met2.png
Drawn at 2 px/um. Cells faint in the background.
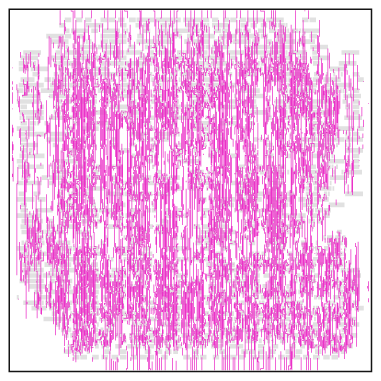
pins.png
Drawn at 2 px/um. Pins as bars across the die edge, other pins in gray.
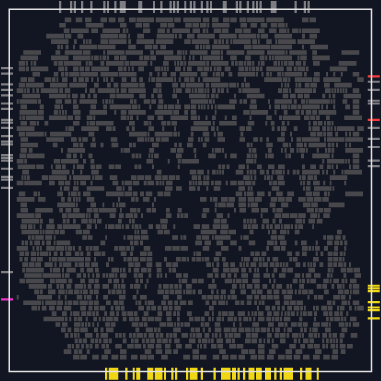
metal_stack.png
Drawn at 2 px/um. Only two layers are drawn.
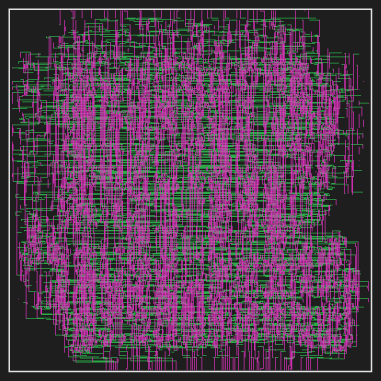
zoom.png
Window x 70 to 110, y 70 to 110 um. Cells in gray, sequential cells in the stronger gray; small squares are vias.
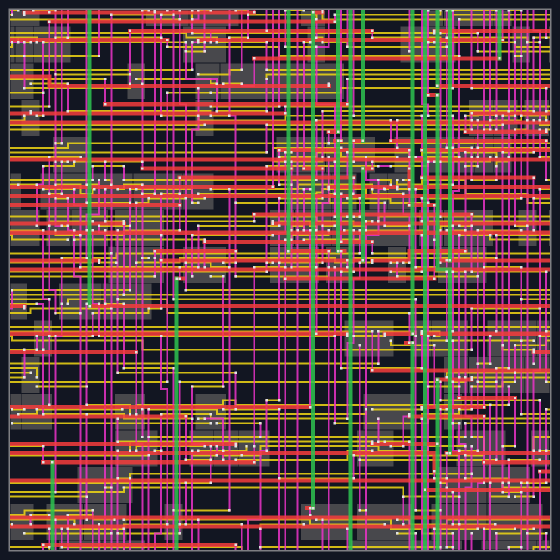
File: config.mk
export PLATFORM = sky130hd
export DESIGN_NAME = gearbox_rx
export DESIGN_NICKNAME = d
export VERILOG_FILES = /design/src/rtl/pcs_pkg.sv /design/src/rtl/block_lock_rx.sv /design/src/rtl/gearbox_rx.sv
export SDC_FILE = /design/constraint.sdc
export NUM_CORES = 1
export LEC_CHECK = 0
export CORE_MARGIN = 3
export CORE_UTILIZATION = 50
export DETAILED_ROUTE_END_ITERATION = 8
export PLACE_DENSITY = 0.81
export SLEW_MARGIN = 20
export SYNTH_ARGS = -nofsm -noshare
export SYNTH_HDL_FRONTEND = slang
export SYNTH_SLANG_ARGS = --single-unit
File: constraint.sdc
create_clock -name clk -period 8.6 [get_ports clk]
set_clock_uncertainty 0.15 [all_clocks]
set_input_delay 0.86 -clock clk [delete_from_list [all_inputs] [get_ports clk]]
set_output_delay 0.86 -clock clk [all_outputs]
set_load 0.005 [all_outputs]
File: src/rtl/pcs_pkg.sv
// rtl/pcs_pkg.sv - shared 10GBASE-R PCS widths, sync headers and lock FSM states
package pcs_pkg;
   localparam int DATA_W  = 64;
   localparam int HEAD_W  = 2;
   localparam int BLOCK_W = 66;
   localparam int RES_MAX = 65;
   localparam int RES_W   = 7;

   localparam logic [HEAD_W-1:0] SYNC_DATA = 2'b10;
   localparam logic [HEAD_W-1:0] SYNC_CTRL = 2'b01;

   typedef enum logic [1:0] {
      UNLOCK = 2'd0,
      LOCK   = 2'd1,
      SLIP   = 2'd2
   } lock_state_e;

   function automatic logic head_valid(input logic [HEAD_W-1:0] head);
      return (head == SYNC_DATA) || (head == SYNC_CTRL);
   endfunction
endpackage

File: src/rtl/block_lock_rx.sv
// rtl/block_lock_rx.sv - block lock FSM: hunts for sync header alignment by requesting bit slips
module block_lock_rx
   import pcs_pkg::*;
#(
   parameter int LOCK_CNT  = 64,
   parameter int INVLD_MAX = 16
) (
   input  logic              clk,
   input  logic              reset,
   input  logic              valid,
   input  logic [HEAD_W-1:0] head,
   output logic              slip,
   output logic              lock
);
   localparam int CNT_W = $clog2(LOCK_CNT + 1);
   localparam int INV_W = $clog2(INVLD_MAX + 1);

   lock_state_e      state_q;
   logic [CNT_W-1:0] blk_q;
   logic [INV_W-1:0] inv_q;
   logic             slip_q;
   logic             lock_q;
   logic             hv;

   assign hv   = head_valid(head);
   assign slip = slip_q;
   assign lock = lock_q;

   // slip_q is raised on entry to SLIP, so it is high for exactly the one cycle spent there
   always_ff @(posedge clk or posedge reset) begin
      if (reset) begin
         state_q <= UNLOCK;
         blk_q   <= '0;
         inv_q   <= '0;
         slip_q  <= 1'b0;
         lock_q  <= 1'b0;
      end else begin
         slip_q <= 1'b0;
         case (state_q)
            UNLOCK: begin
               if (valid) begin
                  if (!hv) begin
                     state_q <= SLIP;
                     slip_q  <= 1'b1;
                     blk_q   <= '0;
                  end else if (blk_q == CNT_W'(LOCK_CNT - 1)) begin
                     state_q <= LOCK;
                     lock_q  <= 1'b1;
                     blk_q   <= '0;
                     inv_q   <= '0;
                  end else begin
                     blk_q <= blk_q + 1'b1;
                  end
               end
            end
            LOCK: begin
               if (valid) begin
                  if (!hv && inv_q == INV_W'(INVLD_MAX - 1)) begin
                     state_q <= SLIP;
                     slip_q  <= 1'b1;
                     lock_q  <= 1'b0;
                     blk_q   <= '0;
                     inv_q   <= '0;
                  end else if (blk_q == CNT_W'(LOCK_CNT - 1)) begin
                     blk_q <= '0;
                     inv_q <= '0;
                  end else begin
                     blk_q <= blk_q + 1'b1;
                     if (!hv) inv_q <= inv_q + 1'b1;
                  end
               end
            end
            SLIP: begin
               state_q <= UNLOCK;
               blk_q   <= '0;
               inv_q   <= '0;
            end
            default: begin
               state_q <= UNLOCK;
               blk_q   <= '0;
               inv_q   <= '0;
            end
         endcase
      end
   end
endmodule

File: src/rtl/gearbox_rx.sv
// rtl/gearbox_rx.sv - 64b->66b receive gearbox with bit slip; GEARBOX_RX_LOCK_EN adds internal block lock
module gearbox_rx
   import pcs_pkg::*;
#(
   parameter int LOCK_CNT  = 64,
   parameter int INVLD_MAX = 16
) (
   input  logic              clk,
   input  logic              reset,
   input  logic [DATA_W-1:0] data_i,
   input  logic              slip_i,
   output logic              valid_o,
   output logic [HEAD_W-1:0] head_o,
   output logic [DATA_W-1:0] data_o,
   output logic              lock_v_o
);
   localparam int COMB_W = RES_MAX + DATA_W;

   logic [RES_MAX-1:0] buf_q, buf_d;
   logic [RES_W-1:0]   res_q, res_d;
   logic               valid_q, valid_d;
   logic [HEAD_W-1:0]  head_q, head_d;
   logic [DATA_W-1:0]  data_q, data_d;
   logic               slip;

   logic [RES_MAX-1:0] kept;
   logic [RES_W-1:0]   kept_n;
   logic [DATA_W-1:0]  word;
   logic               drop_first;
   logic [7:0]         avail;
   logic [COMB_W-1:0]  comb, comb_sh;

`ifdef GEARBOX_RX_LOCK_EN
   logic lock;
   logic unused_slip_i;

   assign unused_slip_i = slip_i;
   assign lock_v_o      = lock;

   block_lock_rx #(
      .LOCK_CNT (LOCK_CNT),
      .INVLD_MAX(INVLD_MAX)
   ) u_lock (
      .clk  (clk),
      .reset(reset),
      .valid(valid_q),
      .head (head_q),
      .slip (slip),
      .lock (lock)
   );
`else
   assign slip     = slip_i;
   assign lock_v_o = 1'b0;
`endif

   // Residue bits sit at buf_q[res_q-1:0] with bit 0 oldest; everything above is kept zero
   always_comb begin
      kept       = buf_q;
      kept_n     = res_q;
      word       = data_i;
      drop_first = 1'b0;
      if (slip) begin
         if (res_q == '0) begin
            word       = data_i >> 1;
            drop_first = 1'b1;
         end else begin
            kept   = buf_q >> 1;
            kept_n = res_q - 1'b1;
         end
      end
      avail   = 8'(kept_n) + (drop_first ? 8'd63 : 8'd64);
      comb    = {{DATA_W{1'b0}}, kept} | ({{RES_MAX{1'b0}}, word} << kept_n);
      comb_sh = comb >> BLOCK_W;

      valid_d = 1'b0;
      head_d  = head_q;
      data_d  = data_q;
      buf_d   = comb[RES_MAX-1:0];
      res_d   = avail[RES_W-1:0];
      if (avail >= 8'(BLOCK_W)) begin
         valid_d = 1'b1;
         head_d  = comb[HEAD_W-1:0];
         data_d  = comb[BLOCK_W-1:HEAD_W];
         buf_d   = comb_sh[RES_MAX-1:0];
         res_d   = 7'(avail - 8'(BLOCK_W));
      end
   end

   always_ff @(posedge clk or posedge reset) begin
      if (reset) begin
         buf_q   <= '0;
         res_q   <= '0;
         valid_q <= 1'b0;
         head_q  <= '0;
         data_q  <= '0;
      end else begin
         buf_q   <= buf_d;
         res_q   <= res_d;
         valid_q <= valid_d;
         head_q  <= head_d;
         data_q  <= data_d;
      end
   end

   assign valid_o = valid_q;
   assign head_o  = head_q;
   assign data_o  = data_q;

   res_bound_a: assert property (@(posedge clk) disable iff (reset) res_q <= 7'(RES_MAX));
endmodule

==> out/metrics.yaml <==
logic_synthesis:
  asyncSetResetFlopFracSynth: 1.00
  postSynthNetCount: 2066
  post-synth-top-area-cell: "sky130_fd_sc_hd__dfrtp_1"
  seq_area_frac_synth: 0.229
  ys_seq_elements: 139
  post_synth_main_area_contributors: "sky130_fd_sc_hd__dfrtp_1 (23%), sky130_fd_sc_hd__mux2i_1 (9.5%), sky130_fd_sc_hd__mux2_2 (5.6%)"
  synth.lib_cells_used.distinct: 88
  most_used_dff_post_synth: "sky130_fd_sc_hd__dfrtp_1"
  postSynthCellCount: 1988
  yosysWarningCount: 0
timing:
  setup_viol: 0
  timing.final.ws_setup_ps: 856
  layout_min_cycle_time_ps: 7740
  period_used_share: 0.901
  timing_worst_slew_pin_value_ps: 1160
  slew_violations: 0
  worst_slew_margin_relative_to_its_limit: 0.217
  grt_setup_unrepaired: "false"
cts:
  clkSlewWorstSetupHoldPaths_ps: 70
  hold_buffers: 0
  cts-resized-gates: 0
  cts_setup_buffers: 0
pwr:
  irDropWorstVdd_uv: 354
  power_density_nw_per_um2: 529
  total_leakage_power_nw: 6.87
  report.power.total_mw: 9.08
global_routing:
  grt_residual_overflow: 0
  grt_antenna_before_repair: 1
  grt_start_max_net_pins: 93
  grt_pass1_wl_um: 101000
die:
  core_region_area_um2: 29800
  die_w_um: 180
  chipArea_um2: 32500
  fp_util: 0.510
  fp-row-count: 63
drt:
  vias: 17800
  ant_nets: 0
  drt_pre_antenna_iters: 9
  route.detailed.vias_per_inst: 7.47
  number_of_remaining_drc_errors: 2
  wire_length_per_cell_um: 28.3
  drt_wl_total_um: 67200
run_status:
  run_status: "finished with violations"
  violations: "DRC"
final_layout:
  fill_cells: 2772
  post-route-cell-area_um2: 17200
  regArea_um2: 3480
  area.growth.synth_to_final_pct: 13.0
  finalNetCount: 2053
  final_layout_top_logic_cell: "sky130_fd_sc_hd__nor2_1"
  layout_utilization: 0.577
  layout.cells.most_common_list: "sky130_fd_sc_hd__nor2_1 (213), sky130_fd_sc_hd__nand2_1 (178), sky130_fd_sc_hd__mux2i_1 (144)"
run:
  max-cap-violations: 0
setup_path:
  cp-endpoint: "buf_q[22]"
  crit_path_start_kind: "flop"
  r2r_setup_slack_ps: 860
  cpPeakStageDelay_ps: 820
  r2r_end: "buf_q[22]"
  crit_path_end_kind: "flop"
  startpoint: "res_q[0]"
  critPathArrivalTime_ps: 7890
  crit_slowest_cell: "sky130_fd_sc_hd__a2111oi_0"
min_path:
  worstHoldPathType: "flop to flop"
placed_design:
  number_of_placed_instances_taps_included: 2346
  place_worst_setup_slack_ps: 1080
  numPortBuffers: 133
  gp_congestion: 1.06
About met2.png:
main direction: vertical
nets with wire on the layer: 1,739

About pins.png:
legend:
  head_o:
    color: red
    pins: 2
    direction: output
    edge: right
  lock_v_o:
    color: magenta
    pins: 1
    direction: output
    edge: left
  data_i:
    color: yellow
    pins: 64
    direction: input
    edge: 57 bottom, 7 right
all pins by edge: 57 bottom, 38 top, 22 left, 18 right

About metal_stack.png:
legend:
  met2:
    color: magenta
    wire_length: 28.4 mm
  met1:
    color: green
    wire_length: 26.1 mm

About zoom.png:
legend:
  met3:
    color: red
  met1:
    color: yellow
  met4:
    color: green
  met2:
    color: magenta
most frequent: mux2i_1 (17), nor2_1 (16)
cells with their middle in the window: 82
sequential cells in the window: 0

[cell families (layout without fill, tap and decap cells)]
logic type      after synthesis  count (layout)  share of synthesized area
compound gates              837             837                      0.388
simple gates                518             518                      0.145
buf+inv                     252             252                     0.0691
mux                         222             222                      0.155
flops                       139             139                      0.229
fa+ha+maj                    11              11                    0.00955
xor+xnor                      8               8                    0.00461
other cells                   1               1                   0.000247
[cells in the mapped netlist (20+ instances only)]
cell,count
sky130_fd_sc_hd__nor2_1,215
sky130_fd_sc_hd__o21ai_0,120
sky130_fd_sc_hd__a22oi_1,48
sky130_fd_sc_hd__o31ai_1,27
sky130_fd_sc_hd__a21oi_1,137
sky130_fd_sc_hd__nand2_1,178
sky130_fd_sc_hd__buf_2,57
sky130_fd_sc_hd__o221ai_1,70
sky130_fd_sc_hd__a211oi_1,22
sky130_fd_sc_hd__a221oi_1,53
sky130_fd_sc_hd__a31oi_1,30
sky130_fd_sc_hd__a22o_1,27
sky130_fd_sc_hd__clkbuf_1,126
sky130_fd_sc_hd__o211ai_1,41
sky130_fd_sc_hd__inv_1,40
sky130_fd_sc_hd__o22ai_1,81
sky130_fd_sc_hd__nand3_1,45
sky130_fd_sc_hd__mux2i_1,144
sky130_fd_sc_hd__mux2_2,75
sky130_fd_sc_hd__dfrtp_1,139
sky130_fd_sc_hd__o22a_1,21
sky130_fd_sc_hd__a31o_2,20
[sequential cells by signal, summed over array words and instances (netlist names)]
signal	cells
buf_q	65
data_o	64
res_q	7
head_o	2
valid_o	1
[layer usage]
layer / up-vias / part of all wire / global-route usage
met5: - / 0.00016 / 0
met4: 2 / 0.061 / 0.181
met3: 324 / 0.13 / 0.119
met2: 1413 / 0.42 / 0.584
met1: 8394 / 0.39 / 0.526
li1: 7622 / - / -
[cell type report]
cell class	instances	area share
clock buffer	18	0.0256
sequential	139	0.203
clock inverter	14	0.0122
timing repair buffer	174	0.0951
multi-input combinational	1597	0.626
inverter	46	0.0105
tap	390	0.0284
[power breakdown]
group          internal, mW  switching [mW]  total [mW]
combinational          2.45            4.59        7.04
clock                 0.501           0.331       0.832
sequential             1.00           0.209        1.21
[worst max-delay path, delay by kind of cell (launching register included)]
kind            cells  cell delay (ps)
buf+inv             6             2420
compound gates      6             1840
fa+ha+maj           2              900
simple gates        6             1390
flops               1              760
[worst min path at each step]
stage	start	to	slack, ps
after global routing	data_o[40]	data_o[40]	370
final	data_o[18]	data_o[18]	340
after CTS	data_o[18]	data_o[18]	350
after floorplan	data_o[61]	data_o[61]	330
after detailed placement	data_o[18]	data_o[18]	340
after global placement	data_o[33]	data_o[33]	320
Power and IR drop assume default switching activity.
